==> src/rtl/ntt_pkg.sv <==
// Shared definitions for the NTT twiddle multiplier: default width, FSM states, counter width.
package ntt_pkg;

    localparam int unsigned DATA_SIZE = 8;
    localparam int unsigned CNT_W     = $clog2(DATA_SIZE);

    typedef enum logic [1:0] {
        IDLE,
        LOAD,
        MUL,
        DONE
    } state_e;

endpackage

==> src/rtl/ntt_mod_dbl_add.sv <==
// One interleaved double-and-add step: res = ((2*acc mod q) + bit_i*b) mod q, with acc, b < q.
module ntt_mod_dbl_add #(
    parameter int unsigned DATA_SIZE = 8
) (
    input  logic [DATA_SIZE-1:0] acc,
    input  logic [DATA_SIZE-1:0] b,
    input  logic [DATA_SIZE-1:0] q,
    input  logic                 bit_i,
    output logic [DATA_SIZE-1:0] res
);

    logic [DATA_SIZE:0] q_x;
    logic [DATA_SIZE:0] d;
    logic [DATA_SIZE:0] d_red;
    logic [DATA_SIZE:0] s;

    always_comb begin
        q_x   = {1'b0, q};
        d     = {acc, 1'b0};
        d_red = (d >= q_x) ? d - q_x : d;
        s     = bit_i ? d_red + {1'b0, b} : d_red;
        res   = (s >= q_x) ? DATA_SIZE'(s - q_x) : DATA_SIZE'(s);
    end

endmodule

==> src/rtl/ntt_twiddle_mul.sv <==
// Bit-serial (MSB first) modular multiplier producing b*w mod q for an NTT butterfly,
// with valid/ready handshakes on input and output.
module ntt_twiddle_mul
    import ntt_pkg::*;
#(
    parameter int unsigned DATA_SIZE = ntt_pkg::DATA_SIZE
) (
    input  logic                 clk,
    input  logic                 reset,
    input  logic [DATA_SIZE-1:0] q,
    input  logic                 in_valid,
    output logic                 in_ready,
    input  logic [DATA_SIZE-1:0] a_in,
    input  logic [DATA_SIZE-1:0] b_in,
    input  logic [DATA_SIZE-1:0] w_in,
    output logic                 out_valid,
    input  logic                 out_ready,
    output logic [DATA_SIZE-1:0] a_out,
    output logic [DATA_SIZE-1:0] bw_out
);

    localparam int unsigned IDX_W = (DATA_SIZE > 1) ? $clog2(DATA_SIZE) : 1;

    state_e               state_q, state_d;
    logic                 live_q, live_d;
    logic [DATA_SIZE-1:0] a_q, a_d;
    logic [DATA_SIZE-1:0] b_q, b_d;
    logic [DATA_SIZE-1:0] w_q, w_d;
    logic [DATA_SIZE-1:0] q_q, q_d;
    logic [DATA_SIZE-1:0] acc_q, acc_d;
    logic [IDX_W-1:0]     idx_q, idx_d;
    logic [DATA_SIZE-1:0] step_res;

    ntt_mod_dbl_add #(
        .DATA_SIZE(DATA_SIZE)
    ) u_step (
        .acc  (acc_q),
        .b    (b_q),
        .q    (q_q),
        .bit_i(w_q[idx_q]),
        .res  (step_res)
    );

    // live_q keeps in_ready low until the first edge after reset release
    assign in_ready  = live_q && (state_q == IDLE);
    assign out_valid = (state_q == DONE);
    assign a_out     = a_q;
    assign bw_out    = acc_q;

    always_comb begin
        state_d = state_q;
        live_d  = 1'b1;
        a_d     = a_q;
        b_d     = b_q;
        w_d     = w_q;
        q_d     = q_q;
        acc_d   = acc_q;
        idx_d   = idx_q;
        unique case (state_q)
            IDLE: begin
                if (in_valid && in_ready) begin
                    a_d     = a_in;
                    b_d     = b_in;
                    w_d     = w_in;
                    q_d     = q;
                    acc_d   = '0;
                    state_d = LOAD;
                end
            end
            LOAD: begin
                // q > 2^(N-1), so a single subtraction brings any N-bit b below q
                b_d     = (b_q >= q_q) ? b_q - q_q : b_q;
                idx_d   = IDX_W'(DATA_SIZE - 1);
                state_d = MUL;
            end
            MUL: begin
                acc_d = step_res;
                idx_d = idx_q - 1'b1;
                if (idx_q == '0) begin
                    state_d = DONE;
                end
            end
            DONE: begin
                if (out_ready) begin
                    state_d = IDLE;
                end
            end
            default: state_d = IDLE;
        endcase
    end

    always_ff @(posedge clk or negedge reset) begin
        if (!reset) begin
            state_q <= IDLE;
            live_q  <= 1'b0;
            a_q     <= '0;
            b_q     <= '0;
            w_q     <= '0;
            q_q     <= '0;
            acc_q   <= '0;
            idx_q   <= '0;
        end else begin
            state_q <= state_d;
            live_q  <= live_d;
            a_q     <= a_d;
            b_q     <= b_d;
            w_q     <= w_d;
            q_q     <= q_d;
            acc_q   <= acc_d;
            idx_q   <= idx_d;
        end
    end

endmodule

==> config.mk <==
export PLATFORM = sky130hd
export DESIGN_NAME = ntt_twiddle_mul
export DESIGN_NICKNAME = d
export VERILOG_FILES = /design/src/rtl/ntt_pkg.sv /design/src/rtl/ntt_mod_dbl_add.sv /design/src/rtl/ntt_twiddle_mul.sv
export SDC_FILE = /design/constraint.sdc
export NUM_CORES = 1
export LEC_CHECK = 0
export ABC_AREA = 1
export ABC_CLOCK_PERIOD_IN_PS = 3900
export CAP_MARGIN = 20
export CORE_ASPECT_RATIO = 1.4
export CORE_MARGIN = 3
export CORE_UTILIZATION = 52
export CTS_BUF_LIST = sky130_fd_sc_hd__clkbuf_2
export CTS_CLUSTER_SIZE = 8
export DETAILED_ROUTE_END_ITERATION = 16
export PLACE_DENSITY = 0.79
export SETUP_SLACK_MARGIN = 0.15
export SLEW_MARGIN = 30
export SYNTH_ARGS = -nofsm -noshare
export SYNTH_HDL_FRONTEND = slang
export SYNTH_SLANG_ARGS = --single-unit
==> constraint.sdc <==
create_clock -name clk -period 3.9 [get_ports clk]
set_input_delay 0.78 -clock clk [delete_from_list [all_inputs] [get_ports clk]]
set_output_delay 0.78 -clock clk [all_outputs]
set_load 0.005 [all_outputs]
Figure 1. Power grid (run 1).
Scale bar: 20 um. Pins as bars on the die edge.
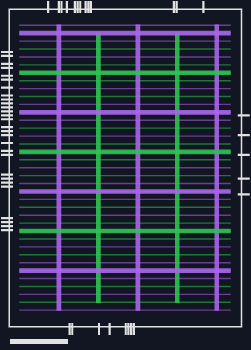
Key: VSS = purple; VDD = green
7 straps on met5. 54 signal pins sit on the boundary. The core has 36 rows. 5 straps on met4. 37 met1 rails follow the rows.
Die Y: 109 um
chip width: 79.3 um
Core Region: 7120 sq um

Figure 2. Placement by cell class (run 1).
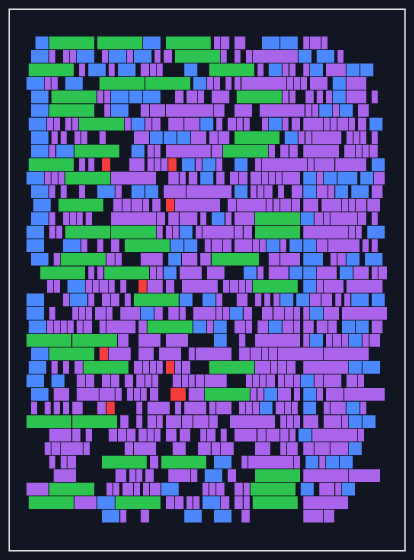
Key: flops = green [cells 46, share of their area 20%]; other buffers and delay cells = blue [cells 138, share of their area 21%]; clock drivers and dummy loads = red [cells 8, share of their area 0.78%]; all other logic = purple [cells 508, share of their area 58%]
row cnt: 36
Util after Layout: 80.9%
Final Instance Area: 5760 sq um

Figure 3. Clock network drawn from the DEF (run 1).
Scale bar: 20 um.
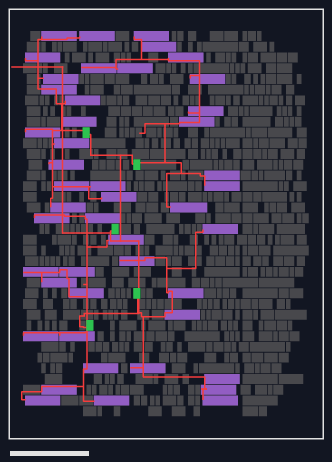
Key: clock wires = red [length 635 um]; flip-flops = purple [count 46]; cells driving clock nets = green [count 5]
There are 6 routed clock nets.

Figure 4. Metal layers overlaid (run 1).
Scale bar: 20 um.
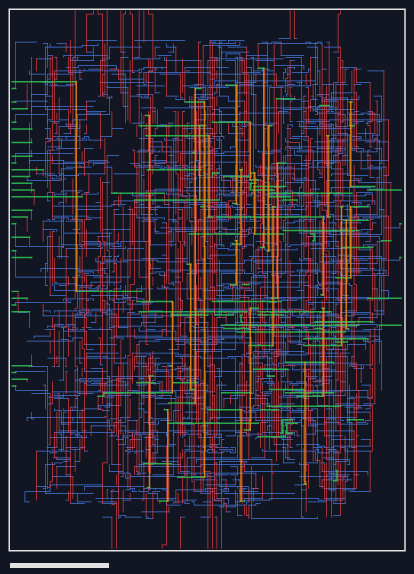
Key: met3 = green [wire length 681 um]; met4 = orange [wire length 715 um]; met1 = blue [wire length 4750 um]; met2 = red [wire length 6650 um]
WL/cell: 16.1 um
via count: 4404
Routed WL: 12800 um
gr usage total: 28.7%

==> changes_impl.md, run 1 <==
## Flow update

* Met3 GRT Util at 3.88%
* Crit path capture: bw_out[6]$_DFFE_PN0P_
* Most frequent cell after synthesis: nand2_1
* Worst Setup End Kind: flop
* Fill cells at 483
* IO Pins at 54
* Worst path depth at 28
* Wire length on met3 at 681 um
* YS chip area at 3910 sq um
* MI comb area at 2980 sq um
* Gr ovfl total at 0
* Synthesized area at 3910 sq um
* Fin crit share at 105%
* Register area at 1150 sq um
* Final Hold Violation Tally at 0
* Clock Tree Root: clkbuf_2
* Nets at 779
* DR top layer: met4
* Met2 WL at 6650 um
* Non-Filler Instances at 795
* Diode count at 0
* Seq share, synth at 29.4%
* Post-CTS sizing at 50
* Crit-path slowest cell: dfrtp_2
* Iteration-0 DRC count of the detailed router at 220
* Crit Reg-Reg Endpoint: bw_out[6]$_DFFE_PN0P_
* Setup slack, reg-to-reg at -0.21 ns
* GR Layer Usage met2 at 53.0%
* Routed Antenna Nets at 0
* GR peak layer: met2
* Setup slack after layout at -0.210 ns
* Post-synth top area cell: dfrtp_1
* Fin crit period at 4.11 ns
* Top_reg_cell synth: dfrtp_1
* Clk ins delay skew pair at 0.44 ns
* Post-synthesis instance total at 560
* Initial core utilization at 55.0%
* 1st-pass router iterations at 6
* Worst-Margin Slew at 0.986 ns
* Crit path DRT at 4.28 ns
* M1 WL at 4750 um
* Outcome: finished with violations
* Synth top area cells: dfrtp_1 29%, nand2_1 20%, ha_1 13%, inv_1 6.9%, nand3_1 6.0%
* Worst r2r src: bw_out[0]$_DFFE_PN0P_
* H-tree Lvls at 2
* Clock Path Buffers at 2
* Final setup vio count at 8
* Dpl cells at 767
* Crit start category: flop
* Number of enable flip-flop cells at 0
* Worst Setup SP: bw_out[0]$_DFFE_PN0P_
* Top Layout Cells: 176 x nand2_1, 84 x buf_4, 55 x inv_1
* Pins Over Slew Limit at 0
* Post-Syn Area per Cell at 6.98 sq um
* Failing checks: negative setup slack
* DRC viols at 0
## run 1: sequential cells by signal, indices dropped and copies added (netlist names)
signal / flops
state_q: 2
live_q: 1
q_q: 8
bw_out: 8
a_out: 8
b_q: 8
idx_q: 3
w_q: 8
## run 1: cells by family after synthesis
logic type	share of synthesized area, %
adder cells (fa/ha/maj)	14.8
buffers and inverters	8.54
AND/OR/NAND/NOR	33.0
other	0.0959
flip-flops	29.4
XOR/XNOR	4.03
AND-OR/OR-AND	10.1
## run 1: cell type report
cell class	count	share of cell area [%]
multi-input cells	433	51.7
repair buffers	138	20.4
flip-flops and latches	46	20.0
inverters	75	5.06
well taps	95	2.06
clock buffers	6	0.522
clock inverters	2	0.239
==> run 2, diff against run 1 <==
--- a/config.mk
+++ b/config.mk
@@ -10,10 +10,12 @@
 export CAP_MARGIN = 20
 export CORE_ASPECT_RATIO = 1.4
 export CORE_MARGIN = 3
-export CORE_UTILIZATION = 52
+export CORE_UTILIZATION = 60
 export CTS_BUF_LIST = sky130_fd_sc_hd__clkbuf_2
 export CTS_CLUSTER_SIZE = 8
 export DETAILED_ROUTE_END_ITERATION = 16
+export DONT_BUFFER_PORTS = 1
+export GPL_TIMING_DRIVEN = 0
 export PLACE_DENSITY = 0.79
 export SETUP_SLACK_MARGIN = 0.15
 export SLEW_MARGIN = 30
Figure 5. Metal layers overlaid (run 2).
Scale bar: 20 um.
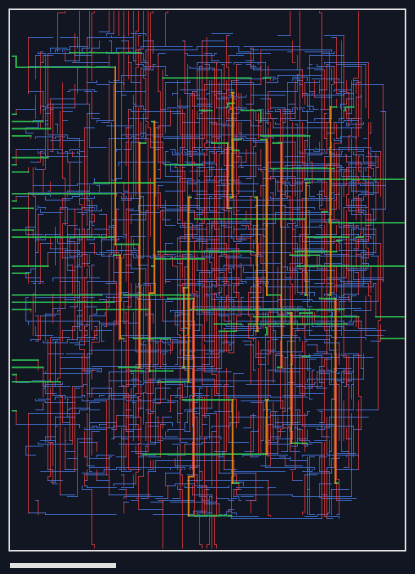
Key: met3 = green [wire length 591 um]; met2 = red [wire length 5790 um]; met4 = orange [wire length 500 um]; met1 = blue [wire length 4040 um]

==> run 2 against run 1 <==
Against the previous run:
- the run still ends with negative setup slack left
- cell count shrank 15%
- first-iteration DRC count is 5.5% lower
- register-to-register slack lost 0.13 ns
- fmax is 3.0% lower
- critical endpoint is now bw_out[7]$_DFFE_PN0P_
- design area decreased by 16%
- worst hold slack worse by 0.15 ns
- synthesized area is the same
- routed wire length shrank 15%
- clock skew shrank 0.0040 ns
==> changes_impl.md, run 2 <==
## Flow update

* Outcome: finished with violations (unchanged)
* Failing checks: negative setup slack (unchanged)
* Clock buf/inv share at 1.43% (was 0.761%)
* Final Hold Violation Tally at 0 (unchanged)
* Cell Area, Placed at 4050 sq um (was 5050 sq um)
* YS chip area at 3910 sq um (unchanged)
* Post-synthesis instance total at 560 (unchanged)
* Chip width at 74.2 um (was 79.3 um)
* Post-synth top area cell: dfrtp_1 (unchanged)
* Setup slack after layout at -0.337 ns (was -0.210 ns)
* Final setup vio count at 8 (unchanged)
* Top_reg_cell synth: dfrtp_1 (unchanged)
* Synth top area cells: dfrtp_1 29%, nand2_1 20%, ha_1 13%, inv_1 6.9%, nand3_1 6.0% (unchanged)
* Die Y at 102 um (was 109 um)
* Register share of the cell area at 24.1% (was 20.0%)
* Worst r2r src: bw_out[3]$_DFFE_PN0P_ (was bw_out[0]$_DFFE_PN0P_)
* Wire length on met3 at 591 um (was 681 um)
* Bufs w/o clock at 43 (was 138)
* Seq share, synth at 29.4% (unchanged)
* Clock Tree Root: clkbuf_2 (unchanged)
* Setup slack, reg-to-reg at -0.34 ns (was -0.21 ns)
* Row cnt at 34 (was 36)
* Met2 WL at 5790 um (was 6650 um)
* #MultiIn Comb at 433 (unchanged)
* IO Pins at 54 (unchanged)
* Final Instance Area at 4820 sq um (was 5760 sq um)
* 1st-pass router iterations at 5 (was 6)
* Via count at 3881 (was 4404)
* Crit Reg-Reg Endpoint: bw_out[7]$_DFFE_PN0P_ (was bw_out[6]$_DFFE_PN0P_)
* Clk ins delay skew pair at 0.42 ns (was 0.44 ns)
* DRC viols at 0 (unchanged)
* Comb/total area at 59.3% (was 51.7%)
* Registers at 46 (unchanged)
* Dominant class by area: combinational gates (unchanged)
* Met3 GRT Util at 6.55% (was 3.88%)
* Clock Buffer Count at 5 (was 6)
* Non-clock inverters at 75 (unchanged)
* Nets at 684 (was 779)
* Register area at 1160 sq um (was 1150 sq um)
* Diode count at 0 (unchanged)
* GR Layer Usage met2 at 53.5% (was 53.0%)
* Crit path DRT at 4.29 ns (was 4.28 ns)
* Number of enable flip-flop cells at 0 (unchanged)
* MI comb area at 2860 sq um (was 2980 sq um)
* Signal buf overhead at 7.12% (was 20.4%)
* Core Region at 6250 sq um (was 7120 sq um)
* Worst Setup End Kind: flop (unchanged)
* Worst path depth at 27 (was 28)
* Most frequent cell after synthesis: nand2_1 (unchanged)
* Iteration-0 DRC count of the detailed router at 208 (was 220)
* Crit start category: flop (unchanged)
* Routed WL at 10900 um (was 12800 um)
* Initial core utilization at 62.5% (was 55.0%)
* Worst Setup SP: bw_out[3]$_DFFE_PN0P_ (was bw_out[0]$_DFFE_PN0P_)
* Yosys cell count at 560 (unchanged)
* Clock Path Buffers at 2 (unchanged)
* H-tree Lvls at 2 (unchanged)
* Commonest cells post-synth: 207 x nand2_1, 72 x inv_1, 47 x nand3_1 (unchanged)
* Worst-Margin Slew at 0.901 ns (was 0.986 ns)
* Gr ovfl total at 0 (unchanged)
* Util after Layout at 77.0% (was 80.9%)
* Fin crit share at 109% (was 105%)
* Crit-path slowest cell: dfrtp_2 (unchanged)
* Post-CTS sizing at 59 (was 50)
* Post-Syn Area per Cell at 6.98 sq um (unchanged)
* DR top layer: met4 (unchanged)
* Tapcell Cnt at 72 (was 95)
* WL/cell at 16.1 um (about the same)
* Dpl cells at 632 (was 767)
* Routed Antenna Nets at 0 (unchanged)
* GR peak layer: met2 (unchanged)
==> run 2: cell types whose count changed in the layout (fill, tap and decap cells not counted), moves of 3 or more <==
| cell | change |
|---|---|
| buf_4 | -49 |
| dfrtp_2 | +7 |
| clkbuf_1 | +5 |
| dfrtp_1 | -7 |
| nand2_2 | -4 |
| nand2_1 | +7 |
| nand3_1 | +3 |
| inv_4 | +3 |
| clkdlybuf4s50_1 | -52 |
| ha_1 | +3 |
==> run 2: cell families (layout without fill, tap and decap cells) <==
logic type	after synthesis	in the layout	share of synthesized area, %
DFF	46	46	29.4
xor gates and xnor gates	18	18	4.03
and+or+nand+nor	298	299	33.0
AOI/OAI and AO/OA	71	71	10.1
other	1	1	0.0959
adders and majority gates	44	44	14.8
buffers and inverters	82	126	8.54
==> run 3, diff against run 2 <==
==> constraint.sdc (replaced) <==
create_clock -name clk -period 3.9 [get_ports clk]
set_input_delay 0.585 -clock clk [delete_from_list [all_inputs] [get_ports clk]]
set_output_delay 0.585 -clock clk [all_outputs]
set_load 0.005 [all_outputs]
Figure 6. The clock network (run 3).
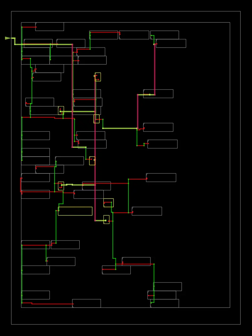
clk ins delay skew pair: 0.44 ns
Clock Buffer Count: 5
cts bufs inserted: 5

==> run 3 against run 2 <==
Against the previous run:
- largest cell class unchanged
- die size unchanged
- design area rose by 1.2%
- fmax decreased by 1.0%
- sequential cell count unchanged
- the run still ends with negative setup slack left
- synthesized area unchanged
- via count grew 2.7%
- synthesized cell count unchanged
==> changes_impl.md, run 3 <==
## Flow update

* Seq share, synth at 29.4% (unchanged)
* DIE AREA at 7540 sq um (unchanged)
* Crit Reg-Reg Endpoint: bw_out[7]$_DFFE_PN0P_ (unchanged)
* Setup slack after layout at -0.380 ns (was -0.337 ns)
* Synthesized area at 3910 sq um (unchanged)
* Largest net degree at the start of global routing at 47 (unchanged)
* Worst Hold Class: input port to flop (was input port to async pin)
* Register share of the cell area at 23.8% (was 24.1%)
* Pins Over Slew Limit at 0 (unchanged)
* Crit start category: flop (unchanged)
* Most frequent cell after synthesis: nand2_1 (unchanged)
* Outcome: finished with violations (unchanged)
* Non-clock inverters at 75 (unchanged)
* MI comb area at 2890 sq um (was 2860 sq um)
* Routed WL at 11400 um (was 10900 um)
* Crit-path slowest cell: dfrtp_2 (unchanged)
* Crit path capture: bw_out[7]$_DFFE_PN0P_ (unchanged)
* Worst r2r src: bw_out[4]$_DFFE_PN0P_ (was bw_out[3]$_DFFE_PN0P_)
* Gr usage total at 29.7% (was 29.6%)
* Dominant class by area: combinational gates (unchanged)
* Die Y at 102 um (unchanged)
* Register area at 1160 sq um (unchanged)
* CP dominant cell by count: nand2_1 (unchanged)
* Final Hold Violation Tally at 0 (unchanged)
* Post-CTS setup buffers at 25 (unchanged)
* Registers at 46 (unchanged)
* Vias/cell at 5.86 (was 5.73)
* Signal buf overhead at 7.62% (was 7.12%)
* Hold depth at 2
* Number of enable flip-flop cells at 0 (unchanged)
* Net count after synthesis at 640 (unchanged)
* Most used logic cell in the final layout: nand2_1 (unchanged)
* Flops after synth at 46 (unchanged)
* Iteration-0 DRC count of the detailed router at 296 (was 208)
* Dpl cells at 632 (unchanged)
* H-tree Lvls at 2 (unchanged)
* Core Region at 6250 sq um (unchanged)
* Critical path arrival at 4.69 ns (was 4.63 ns)
* Gr ovfl total at 0 (unchanged)
* Initial antenna violation count at 0 (unchanged)
* Clock buf/inv share at 1.41% (was 1.43%)
* Non-Filler Instances at 680 (was 677)
* Relative slew margins at 32.1% (was 39.9%)
* FFs w/ async S/R, synth at 100% (unchanged)
* Top Layout Cells: 179 x nand2_1, 53 x inv_1, 39 x nand3_1 (was 183 x nand2_1, 53 x inv_1, 40 x nand3_1)
* Top delay family on crit path: simple AND/OR/NAND/NOR gates (unchanged)
* Post-synth top area cell: dfrtp_1 (unchanged)
* Row cnt at 34 (unchanged)
* Diode count at 0 (unchanged)
* Setup slack, reg-to-reg at -0.38 ns (was -0.34 ns)
* Clock Tree Root: clkbuf_2 (unchanged)
* Synth top area cells: dfrtp_1 29%, nand2_1 20%, ha_1 13%, inv_1 6.9%, nand3_1 6.0% (unchanged)
* Failing checks: negative setup slack (unchanged)
* Hold worst-path end: a_out[6]$_DFFE_PN0P_
* #MultiIn Comb at 433 (unchanged)
* Nets at 687 (was 684)
* Worst Setup End Kind: flop (unchanged)
* DRC viols at 0 (unchanged)
* Post-synthesis instance total at 560 (unchanged)
* Global-route wire length before repair at 17200 um (was 17100 um)
* Worst-Margin Slew at 1.02 ns (was 0.901 ns)
* Commonest cells post-synth: 207 x nand2_1, 72 x inv_1, 47 x nand3_1 (unchanged)
* Routed Antenna Nets at 0 (unchanged)
* Hold Path Origin: a_in[6]
* Fin crit period at 4.28 ns (was 4.24 ns)
* Top_reg_cell synth: dfrtp_1 (unchanged)
* Clock Path Buffers at 2 (unchanged)
* TritonCTS clock tree: yes (unchanged)
* Cell Area, Placed at 4050 sq um (unchanged)
* Tapcell Cnt at 72 (unchanged)
* Tool warnings at 35 (unchanged)
* Final Instance Area at 4880 sq um (was 4820 sq um)
* Clock Pin Slew Worst Setup and Hold Paths at 0.28 ns (was 0.25 ns)
* Vias in the first global route at 3880 (was 3855)
* R2R cell count at 25 (was 27)
* Final setup vio count at 8 (unchanged)
* Bufs w/o clock at 46 (was 43)
* IO Pins at 54 (unchanged)
* 1st-pass router iterations at 5 (unchanged)
* Post-CTS sizing at 59 (unchanged)
* Max Fclk at 234 MHz (was 236 MHz)
* Initial core utilization at 62.5% (unchanged)
* Post-Syn Area per Cell at 6.98 sq um (unchanged)
* Final TNS setup at -2.81 ns (was -2.37 ns)
* Fin crit share at 110% (was 109%)
* Chip width at 74.2 um (unchanged)
* Area leader share at 29.4% (unchanged)
* Via count at 3987 (was 3881)
* Fill cells at 463 (was 474)
* Worst Setup SP: bw_out[4]$_DFFE_PN0P_ (was bw_out[3]$_DFFE_PN0P_)
* DP HPWL at 7600 um (unchanged)
* Yosys cell count at 560 (unchanged)
* Comb/total area at 59.2% (was 59.3%)
* CP Class: flop to flop (unchanged)
* Util after Layout at 78.0% (was 77.0%)
* Crit path DRT at 4.31 ns (was 4.29 ns)
* YS chip area at 3910 sq um (unchanged)
* Worst path depth at 25 (was 27)
* WL/cell at 16.8 um (was 16.1 um)
==> run 3: layer usage <==
layer / wire, um / part of all wire [%] / GRT usage, %
met4: 582 / 5.1 / 17.0
met1: 4070 / 36 / 31.4
met2: 6050 / 53 / 53.5
met5: 0 / 0 / 0
met3: 727 / 6.4 / 6.16
==> run 3: logic make-up after synthesis <==
logic type | share of synthesized area [%]
flip-flops | 29.4
XOR/XNOR | 4.03
buffers and inverters | 8.54
adder cells (fa/ha/maj) | 14.8
AND-OR/OR-AND | 10.1
AND/OR/NAND/NOR | 33.0
other | 0.0959
